==> src/rtl/insn_fetch_if.sv <==
// Fetch-unit bundle: redirect input, instruction-memory request/response, decode handshake.
// master = fetch unit, slave = surrounding core/memory.
interface insn_fetch_if #(
  parameter int unsigned WIDTH      = 32,
  parameter int unsigned INSN_WIDTH = 32
) ();
  logic                  redirect_valid;
  logic [WIDTH-1:0]      redirect_pc;
  logic                  mem_req_valid;
  logic                  mem_req_ready;
  logic [WIDTH-1:0]      mem_req_addr;
  logic                  mem_rsp_valid;
  logic [INSN_WIDTH-1:0] mem_rsp_data;
  logic                  insn_valid;
  logic                  insn_ready;
  logic [INSN_WIDTH-1:0] insn_data;
  logic [WIDTH-1:0]      insn_pc;

  modport master (
    input  redirect_valid, redirect_pc, mem_req_ready, mem_rsp_valid, mem_rsp_data, insn_ready,
    output mem_req_valid, mem_req_addr, insn_valid, insn_data, insn_pc
  );

  modport slave (
    output redirect_valid, redirect_pc, mem_req_ready, mem_rsp_valid, mem_rsp_data, insn_ready,
    input  mem_req_valid, mem_req_addr, insn_valid, insn_data, insn_pc
  );
endinterface

==> src/rtl/insn_fetch.sv <==
// Instruction fetch: one outstanding memory request, 2-entry {insn,pc} buffer, redirect flush.
// Define INSN_FETCH_SQUASH_CNT_EN to add the 16-bit saturating squash_count output.
module insn_fetch #(
  parameter int unsigned      WIDTH      = 32,
  parameter int unsigned      INSN_WIDTH = 32,
  parameter logic [WIDTH-1:0] RESET_PC   = '0
) (
  input  logic         clk,
  input  logic         reset,
  insn_fetch_if.master bus
`ifdef INSN_FETCH_SQUASH_CNT_EN
  ,
  output logic [15:0]  squash_count
`endif
);
  typedef enum logic [1:0] {S_IDLE, S_REQ, S_WAIT, S_DRAIN} state_e;

  state_e                state_q, state_d;
  logic [WIDTH-1:0]      fetch_pc_q, fetch_pc_d;
  logic [WIDTH-1:0]      pending_pc_q, pending_pc_d;
  logic [1:0]            count_q, count_d, count_pop;
  logic [INSN_WIDTH-1:0] data0_q, data0_d, data1_q, data1_d;
  logic [WIDTH-1:0]      pc0_q, pc0_d, pc1_q, pc1_d;
  logic                  req_valid_q, req_valid_d;
  logic                  insn_valid_q, insn_valid_d;
  logic                  push, pop, squash;

  // Next state: redirect overrides everything, then the normal fetch loop.
  always_comb begin
    state_d      = state_q;
    fetch_pc_d   = fetch_pc_q;
    pending_pc_d = pending_pc_q;
    push         = 1'b0;
    squash       = 1'b0;
    pop          = insn_valid_q & bus.insn_ready;
    count_pop    = count_q - 2'(pop);

    if (bus.redirect_valid) begin
      fetch_pc_d = bus.redirect_pc;
      case (state_q)
        S_REQ:   state_d = bus.mem_req_ready ? S_DRAIN : S_REQ;
        S_WAIT,
        S_DRAIN: begin
          state_d = bus.mem_rsp_valid ? S_REQ : S_DRAIN;
          squash  = bus.mem_rsp_valid;
        end
        default: state_d = S_REQ;
      endcase
    end else begin
      case (state_q)
        S_IDLE: if (count_pop < 2'd2) state_d = S_REQ;
        S_REQ: if (bus.mem_req_ready) begin
          state_d      = S_WAIT;
          pending_pc_d = fetch_pc_q;
          fetch_pc_d   = fetch_pc_q + WIDTH'(1);
        end
        S_WAIT: if (bus.mem_rsp_valid) begin
          push    = 1'b1;
          state_d = (count_pop == 2'd0) ? S_REQ : S_IDLE;
        end
        S_DRAIN: if (bus.mem_rsp_valid) begin
          squash  = 1'b1;
          state_d = S_REQ;
        end
        default: state_d = S_IDLE;
      endcase
    end

    // Shift-style buffer: entry 0 is always the head so outputs come straight from flops.
    data0_d = pop ? data1_q : data0_q;
    pc0_d   = pop ? pc1_q   : pc0_q;
    data1_d = data1_q;
    pc1_d   = pc1_q;
    if (push) begin
      if (count_pop == 2'd0) begin
        data0_d = bus.mem_rsp_data;
        pc0_d   = pending_pc_q;
      end else begin
        data1_d = bus.mem_rsp_data;
        pc1_d   = pending_pc_q;
      end
    end
    count_d      = bus.redirect_valid ? 2'd0 : count_pop + 2'(push);
    insn_valid_d = (count_d != 2'd0);
    req_valid_d  = (state_d == S_REQ);
  end

  always_ff @(posedge clk) begin
    if (reset) begin
      state_q      <= S_IDLE;
      fetch_pc_q   <= RESET_PC;
      pending_pc_q <= '0;
      count_q      <= 2'd0;
      data0_q      <= '0;
      data1_q      <= '0;
      pc0_q        <= '0;
      pc1_q        <= '0;
      req_valid_q  <= 1'b0;
      insn_valid_q <= 1'b0;
    end else begin
      state_q      <= state_d;
      fetch_pc_q   <= fetch_pc_d;
      pending_pc_q <= pending_pc_d;
      count_q      <= count_d;
      data0_q      <= data0_d;
      data1_q      <= data1_d;
      pc0_q        <= pc0_d;
      pc1_q        <= pc1_d;
      req_valid_q  <= req_valid_d;
      insn_valid_q <= insn_valid_d;
    end
  end

  assign bus.mem_req_valid = req_valid_q;
  assign bus.mem_req_addr  = fetch_pc_q;
  assign bus.insn_valid    = insn_valid_q;
  assign bus.insn_data     = data0_q;
  assign bus.insn_pc       = pc0_q;

`ifdef INSN_FETCH_SQUASH_CNT_EN
  logic [15:0] squash_cnt_q;

  // Discarded responses, saturating.
  always_ff @(posedge clk) begin
    if (reset) begin
      squash_cnt_q <= 16'd0;
    end else if (squash && (squash_cnt_q != 16'hFFFF)) begin
      squash_cnt_q <= squash_cnt_q + 16'd1;
    end
  end

  assign squash_count = squash_cnt_q;
`else
  logic squash_unused;
  assign squash_unused = squash;
`endif
endmodule

==> src/flat_wrapper.sv <==
// flat-port wrapper written by rule: the top's interface ports become plain ports
module insn_fetch_flat 
#(
  parameter int unsigned      WIDTH      = 32,
  parameter int unsigned      INSN_WIDTH = 32,
  parameter logic [WIDTH-1:0] RESET_PC   = '0
)
  (clk, reset, bus_redirect_valid, bus_redirect_pc, bus_mem_req_ready, bus_mem_rsp_valid, bus_mem_rsp_data, bus_insn_ready, bus_mem_req_valid, bus_mem_req_addr, bus_insn_valid, bus_insn_data, bus_insn_pc);
  insn_fetch_if #(.WIDTH(WIDTH), .INSN_WIDTH(INSN_WIDTH)) bus_i ();
  input  logic clk;
  input  logic reset;
  input wire logic [$bits(bus_i.redirect_valid)-1:0] bus_redirect_valid;
  input wire logic [$bits(bus_i.redirect_pc)-1:0] bus_redirect_pc;
  input wire logic [$bits(bus_i.mem_req_ready)-1:0] bus_mem_req_ready;
  input wire logic [$bits(bus_i.mem_rsp_valid)-1:0] bus_mem_rsp_valid;
  input wire logic [$bits(bus_i.mem_rsp_data)-1:0] bus_mem_rsp_data;
  input wire logic [$bits(bus_i.insn_ready)-1:0] bus_insn_ready;
  output wire logic [$bits(bus_i.mem_req_valid)-1:0] bus_mem_req_valid;
  output wire logic [$bits(bus_i.mem_req_addr)-1:0] bus_mem_req_addr;
  output wire logic [$bits(bus_i.insn_valid)-1:0] bus_insn_valid;
  output wire logic [$bits(bus_i.insn_data)-1:0] bus_insn_data;
  output wire logic [$bits(bus_i.insn_pc)-1:0] bus_insn_pc;
  assign bus_i.redirect_valid = bus_redirect_valid;
  assign bus_i.redirect_pc = bus_redirect_pc;
  assign bus_i.mem_req_ready = bus_mem_req_ready;
  assign bus_i.mem_rsp_valid = bus_mem_rsp_valid;
  assign bus_i.mem_rsp_data = bus_mem_rsp_data;
  assign bus_i.insn_ready = bus_insn_ready;
  assign bus_mem_req_valid = bus_i.mem_req_valid;
  assign bus_mem_req_addr = bus_i.mem_req_addr;
  assign bus_insn_valid = bus_i.insn_valid;
  assign bus_insn_data = bus_i.insn_data;
  assign bus_insn_pc = bus_i.insn_pc;
  insn_fetch #(.WIDTH(WIDTH), .INSN_WIDTH(INSN_WIDTH), .RESET_PC(RESET_PC)) u_core (.clk(clk), .reset(reset), .bus(bus_i));
endmodule
==> config.mk <==
export PLATFORM = sky130hd
export DESIGN_NAME = insn_fetch_flat
export DESIGN_NICKNAME = d
export VERILOG_FILES = /design/src/rtl/insn_fetch_if.sv /design/src/rtl/insn_fetch.sv /design/src/flat_wrapper.sv
export SDC_FILE = /design/constraint.sdc
export NUM_CORES = 1
export LEC_CHECK = 0
export ABC_AREA = 1
export CELL_PAD_IN_SITES_DETAIL_PLACEMENT = 2
export CELL_PAD_IN_SITES_GLOBAL_PLACEMENT = 2
export CORE_MARGIN = 2
export CORE_UTILIZATION = 26
export DETAILED_ROUTE_END_ITERATION = 6
export MAX_ROUTING_LAYER = met4
export PLACE_DENSITY = 0.83
export SLEW_MARGIN = 40
export SYNTH_ARGS = -nofsm -noshare
export SYNTH_HDL_FRONTEND = slang
export SYNTH_SLANG_ARGS = --single-unit
==> constraint.sdc <==
create_clock -name clk -period 2 [get_ports clk]
set_clock_uncertainty 0.2 [all_clocks]
set_input_delay 0.3 -clock clk [delete_from_list [all_inputs] [get_ports clk]]
set_output_delay 0.3 -clock clk [all_outputs]
set_load 0.02 [all_outputs]
==> impl_metrics.py, run 1 <==
# Synthesis and PnR figures
metrics = {
    "outcome": {
        "status": "finished, violations left",
        "violations": "negative setup slack",
    },
    "worst_setup_path": {
        "r2r_slack_ns": -0.01,
        "crit_fanout": 6,
        "crit_end": "u_core.bus.insn_data[23]$_SDFF_PP0_",
        "cp.required_ns": 2.17,
        "worstSetupEndpointType": "register",
        "r2r-start": "u_core.bus.insn_valid$_SDFF_PP0_",
    },
    "place": {
        "hpwl_mm": 24.0,
    },
    "global_routing": {
        "grt_pass1_wl_mm": 58.6,
        "gr-total-overflow": 0,
    },
    "clocking": {
        "clk_path_buf_depth": 2,
        "cts_root_buf": "clkbuf_16",
        "cts_buffers": 17,
        "worstSkewPairLatency_ns": 0.45,
    },
    "synth": {
        "top_area_cell": "dfxtp_1",
        "yosysChipArea_um2": 8640,
        "ys_sh_mux": 0,
        "synth.cellmix.adderShare": 0.00434,
        "xor_share": 0.00608,
        "synthTopCellsByCount": "nand2_1, dfxtp_1, nor2_1",
        "topCellsByArea": "dfxtp_1, nand2_1, a21oi_1, nand3_1, o21ai_0",
        "most_common_cell": "nand2_1",
        "top_area_frac": 0.459,
        "floorplan.nets": 1252,
    },
    "final_layout": {
        "drive_above_1_share": 0.171,
        "bufAreaShareNonClock": 0.215,
        "n_all_inverters": 64,
        "nets": 1434,
        "comb_area_um2": 4480,
        "seq_area_frac": 0.315,
        "clock_buffers": 22,
        "largest_class": "combinational gates",
        "clk_share": 0.0506,
        "flops": 198,
    },
    "floorplanning": {
        "rows": 66,
        "core_um2": 32600,
    },
    "min_path": {
        "hold_depth": 2,
        "min_to": "u_core.bus.mem_req_addr[3]$_SDFFE_PP0P_",
        "min_from": "reset",
    },
    "final_timing": {
        "max_freq_mhz": 497,
        "layout_setup_ws_ns": -0.0112,
        "hold_viol_final": 0,
        "fin_crit_ns": 2.01,
        "setup_viol": 1,
        "final.period_utilization": 1.01,
        "rsz0062_at_grt": "true",
        "maxSlewViolCount": 0,
    },
    "power_and_ir_drop": {
        "irDropWorstVdd_mv": 0.549,
        "p_per_area_nw_per_um2": 713,
        "p_leak_nw": 4.63,
    },
    "detailed_routing": {
        "drc": 0,
        "first_iter_violations": 547,
        "ant_nets": 0,
        "drt_pass1_iterations": 4,
    },
}
-- run 1: layer usage --
layer  vias up  track usage  wire length [um]
met5         -            -                 0
met4         0       0.0617              1100
met3        67       0.0337              1450
met2       233        0.388             19600
met1      4725        0.274             17700
li1       4313            -                 -
-- run 1: flip-flops by register name, indices dropped and copies added (netlist names) --
register / cells
u_core.pc1_q: 32
u_core.bus.mem_req_valid: 1
u_core.bus.insn_data: 32
u_core.count_q: 2
u_core.data1_q: 32
u_core.bus.insn_pc: 32
u_core.bus.insn_valid: 1
u_core.state_q: 2
u_core.pending_pc_q: 32
u_core.bus.mem_req_addr: 32
-- run 1: layout by cell type (no fill, tap or decap), types with 36 or more instances in the layout --
master           instances
a21oi_1                 78
a31oi_1                 43
buf_4                   47
clkdlybuf4s50_1        126
dfxtp_1                193
inv_1                   52
nand2_1                307
nand3_1                 92
nor2_1                  82
o21ai_0                 36
o21ai_1                 36
-- run 1: power breakdown --
group	internal, W	switching (W)
logic	0.000417	0.000561
clock network	0.00225	0.00159
registers	0.00404	0.000128
-- run 1: critical path, cell delays in order, from the launching register on --
cell,delay [ns]
dfxtp_4,0.36
nand2_4,0.07
inv_4,0.04
ha_4,0.27
inv_4,0.04
nor2_4,0.12
inv_4,0.05
nor2_4,0.16
inv_8,0.10
buf_12,0.16
clkbuf_16,0.16
a31oi_2,0.19
-- run 1: metrics by stage --
step / utilization / worst slack (ns) / power [W] / instance area [um2]
6_report: 0.387 / -0.0112 / 0.00899 / 12600
5_1_grt: 0.387 / -0.0890 / 0.00927 / 12600
4_1_cts: 0.368 / -0.0368 / 0.00899 / 12000
3_5_place_dp: 0.341 / -0.475 / 0.00517 / 11100
3_3_place_gp: 0.341 / -0.354 / 0.00513 / 11100
2_1_floorplan: - / -0.0886 / 0.00462 / 8690
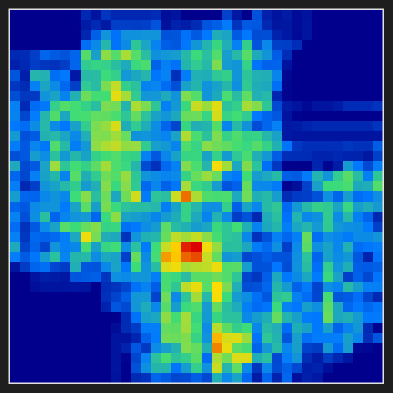
Run 1: routed metal per tile
Drawn at 2 px/um. 37 x 37 tiles, from dark blue (low) to red (high), scaled to the fullest tile. Values are wire area over tile area, all layers added.
18% of the tiles are nearly empty. 15% of the tiles are over half the peak. The mean over all tiles is 0.18. The fullest tile reaches 0.66.
via count: 9338
GRT Total Usage: 0.225
routed wire length: 39.9 mm

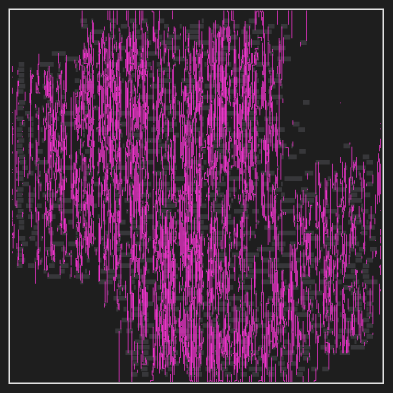
Run 1: M2 wires
Drawn at 2 px/um.
1333 nets have wire on it. The layer holds 49% of the routed length.

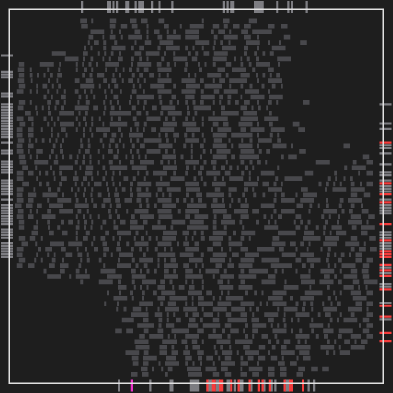
Run 1: pin map
Drawn at 2 px/um. Pins as bars across the die edge, other pins in gray.
Magenta shows `bus_mem_rsp_valid`, pins 1, direction input, edge south. Red shows `bus_insn_data`, pins 32, direction output, edge 17 east, 15 south.
All pins by edge: 52 west, 47 east, 42 south, 27 north.
Die W: 186 um
Die Span Y: 186 um
I/O Buffers: 167

Run 1, congestion heat map:
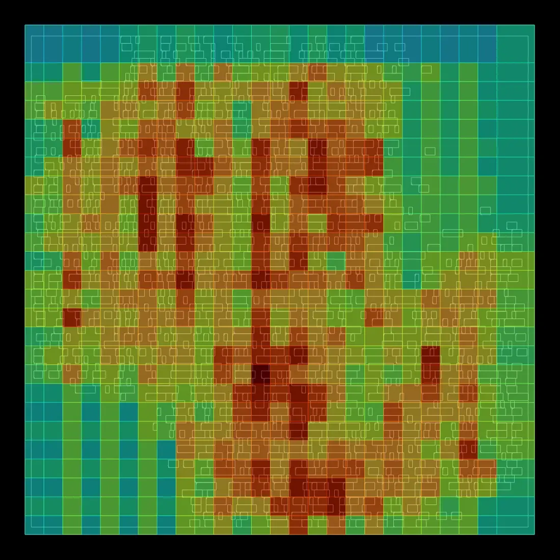

## Run 2: what changed since run 1
--- a/config.mk
+++ b/config.mk
@@ -6,6 +6,7 @@
 export NUM_CORES = 1
 export LEC_CHECK = 0
 export ABC_AREA = 1
+export ABC_CLOCK_PERIOD_IN_PS = 1800
 export CELL_PAD_IN_SITES_DETAIL_PLACEMENT = 2
 export CELL_PAD_IN_SITES_GLOBAL_PLACEMENT = 2
 export CORE_MARGIN = 2
@@ -13,7 +14,6 @@
 export DETAILED_ROUTE_END_ITERATION = 6
 export MAX_ROUTING_LAYER = met4
 export PLACE_DENSITY = 0.83
-export SLEW_MARGIN = 40
 export SYNTH_ARGS = -nofsm -noshare
 export SYNTH_HDL_FRONTEND = slang
 export SYNTH_SLANG_ARGS = --single-unit
==> constraint.sdc (replaced) <==
create_clock -name clk -period 1.8 [get_ports clk]
set_clock_uncertainty 0.2 [all_clocks]
set_input_delay 0.27 -clock clk [delete_from_list [all_inputs] [get_ports clk]]
set_output_delay 0.27 -clock clk [all_outputs]
set_load 0.02 [all_outputs]
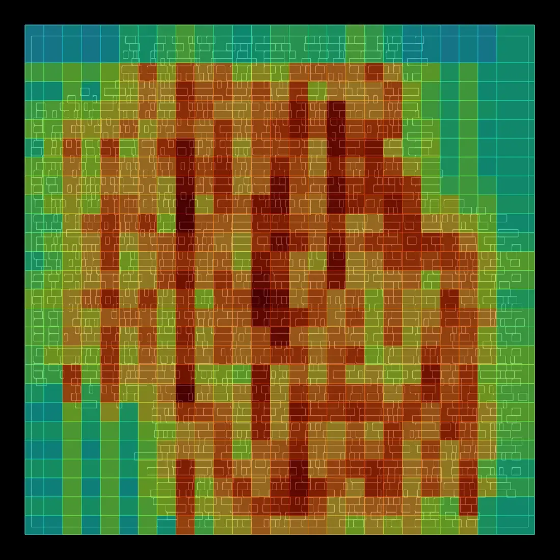
Run 2: congestion heat map
GRT Total Usage: 0.247
GR Util met1: 0.300
gr busiest metal: met2
GR Util met2: 0.415
M3 GR Usage: 0.0329

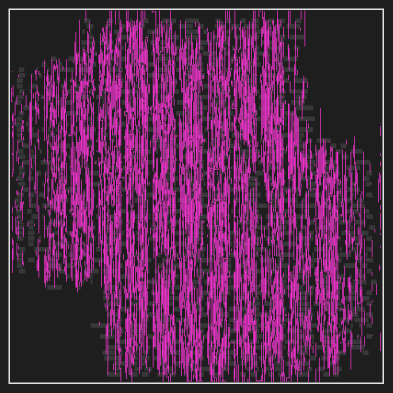
Run 2: M2 wires
Drawn at 2 px/um.
via count: 10169
routed wire length: 52.7 mm

==> run 2 against run 1 <==
  * The run still ends with negative setup slack left
  * Power increased by 10%
  * First-iteration DRC count increased by 18%
  * Cell area increased by 16%
  * Largest cell class unchanged
  * Utilization increased by 6.4 points
  * Highest routed layer unchanged
  * Global-route usage increased by 2.2 points
  * Clock power increased by 2%
==> impl_metrics.py, run 2 <==
# Synthesis and PnR figures
metrics = {
    "outcome": {
        "status": "finished, violations left",
        "violations": "negative setup slack",
    },
    "min_path": {
        "hold_depth": 3,
        "min_to": "u_core.bus.mem_req_addr[8]$_SDFFE_PP0P_",
    },
    "synth": {
        "yosysChipArea_um2": 8640,
        "topCellsByArea": "dfxtp_1, nand2_1, a21oi_1, nand3_1, o21ai_0",
        "top_area_cell": "dfxtp_1",
        "top_area_frac": 0.459,
        "synthTopCellsByCount": "nand2_1, dfxtp_1, nor2_1",
    },
    "place": {
        "hpwl_mm": 24.5,
        "place_ws_ns": -0.669,
        "port_buffers": 167,
    },
    "floorplanning": {
        "core_um2": 32600,
        "die_w_um": 186,
        "die_h_um": 186,
    },
    "final_timing": {
        "layout_setup_ws_ns": -0.317,
        "fin_crit_ns": 2.12,
        "setup_viol": 138,
    },
    "clocking": {
        "cts_buffers": 17,
        "clk_path_buf_depth": 2,
    },
    "final_layout": {
        "nets": 1498,
        "mostFrequentLayoutCell": "nand2_1",
    },
    "power_and_ir_drop": {
        "seq-power_w": 0.00467,
        "p_leak_nw": 5.36,
        "p_per_area_nw_per_um2": 675,
        "p_clk_frac": 0.397,
        "irDropWorstVdd_mv": 0.731,
        "p_comb_w": 0.00132,
        "clk-power_w": 0.00393,
        "pwr-share-seq": 0.470,
    },
    "worst_setup_path": {
        "r2r-start": "u_core.bus.insn_valid$_SDFF_PP0_",
        "r2r_slack_ns": -0.32,
        "crit_slowest_cell": "dfxtp_4",
        "cp_cell_sequence": "nand2_4, inv_4, ha_4, inv_4, nor2_4, inv_2, nor2_4, buf_12, inv_12, clkbuf_16, o21ai_2, a31oi_1",
        "crit_end": "u_core.bus.insn_pc[26]$_SDFF_PP0_",
    },
    "detailed_routing": {
        "first_iter_violations": 648,
        "ant_nets": 0,
    },
    "global_routing": {
        "grt_pass1_wl_mm": 62.8,
    },
}
==> run 2: cell counts after synthesis <==
No cell type changed its count.
==> run 2: area by class of cell <==
type | instances | area [um2] | share of cell area
Sequential cell | 198 | 4000 | 0.272
Timing Repair inverter | 1 | 16.3 | 0.00111
Multi-Input combinational cell | 832 | 5770 | 0.392
Timing Repair Buffer | 311 | 3540 | 0.241
Tap cell | 442 | 553 | 0.0376
Clock inverter | 14 | 118 | 0.00800
Clock buffer | 18 | 439 | 0.0299
Inverter | 64 | 265 | 0.0180
==> run 2: tightest hold or removal path: cells and delay by family <==
| family | cells | cell delay, ns |
|---|---|---|
| buf+inv | 1 | 0.39 |
| simple gates | 1 | 0.07 |
| compound gates | 1 | 0.06 |
==> run 2: logic make-up after synthesis <==
logic type,Yosys count,share of synthesized area
and+or+nand+nor,554,0.274
AOI/OAI and AO/OA,269,0.175
DFF,198,0.459
buffers and inverters,149,0.0820
xor gates and xnor gates,6,0.00608
adders and majority gates,3,0.00435
==> run 2: stage by stage <==
stage	instances	util	power (W)	area, um2	hold slack [ns]
after detailed placement	1790	0.345	0.00577	11300	0.257
after floorplan	1179	-	0.00514	8710	0.219
after CTS	1852	0.388	0.00957	12700	0.162
after global routing	1880	0.451	0.0102	14700	0.187
after global placement	1790	0.345	0.00573	11300	0.247
final	1880	0.451	0.00992	14700	0.157
==> run 2: per-layer routing <==
layer  routed length [um]  GRT usage  part of all wire  vias up
met4                 2170      0.100             0.041        0
li1                     -          -                 -     4450
met2                26600      0.415              0.50      368
met5                    0          -                 0        -
met3                 2320     0.0329             0.044      138
met1                21600      0.300              0.41     5213
==> run 2: what timing repair did <==
action,CTS,global route
pin swaps,16,76
setup endpoints to repair,238,167
hold buffers,1,0
gates resized,209,387
buffers inserted,12,21
cloned,17,14
endpoints found under the hold margin,3,0
Power figures rest on the tool's default switching activity, not on a simulated workload.
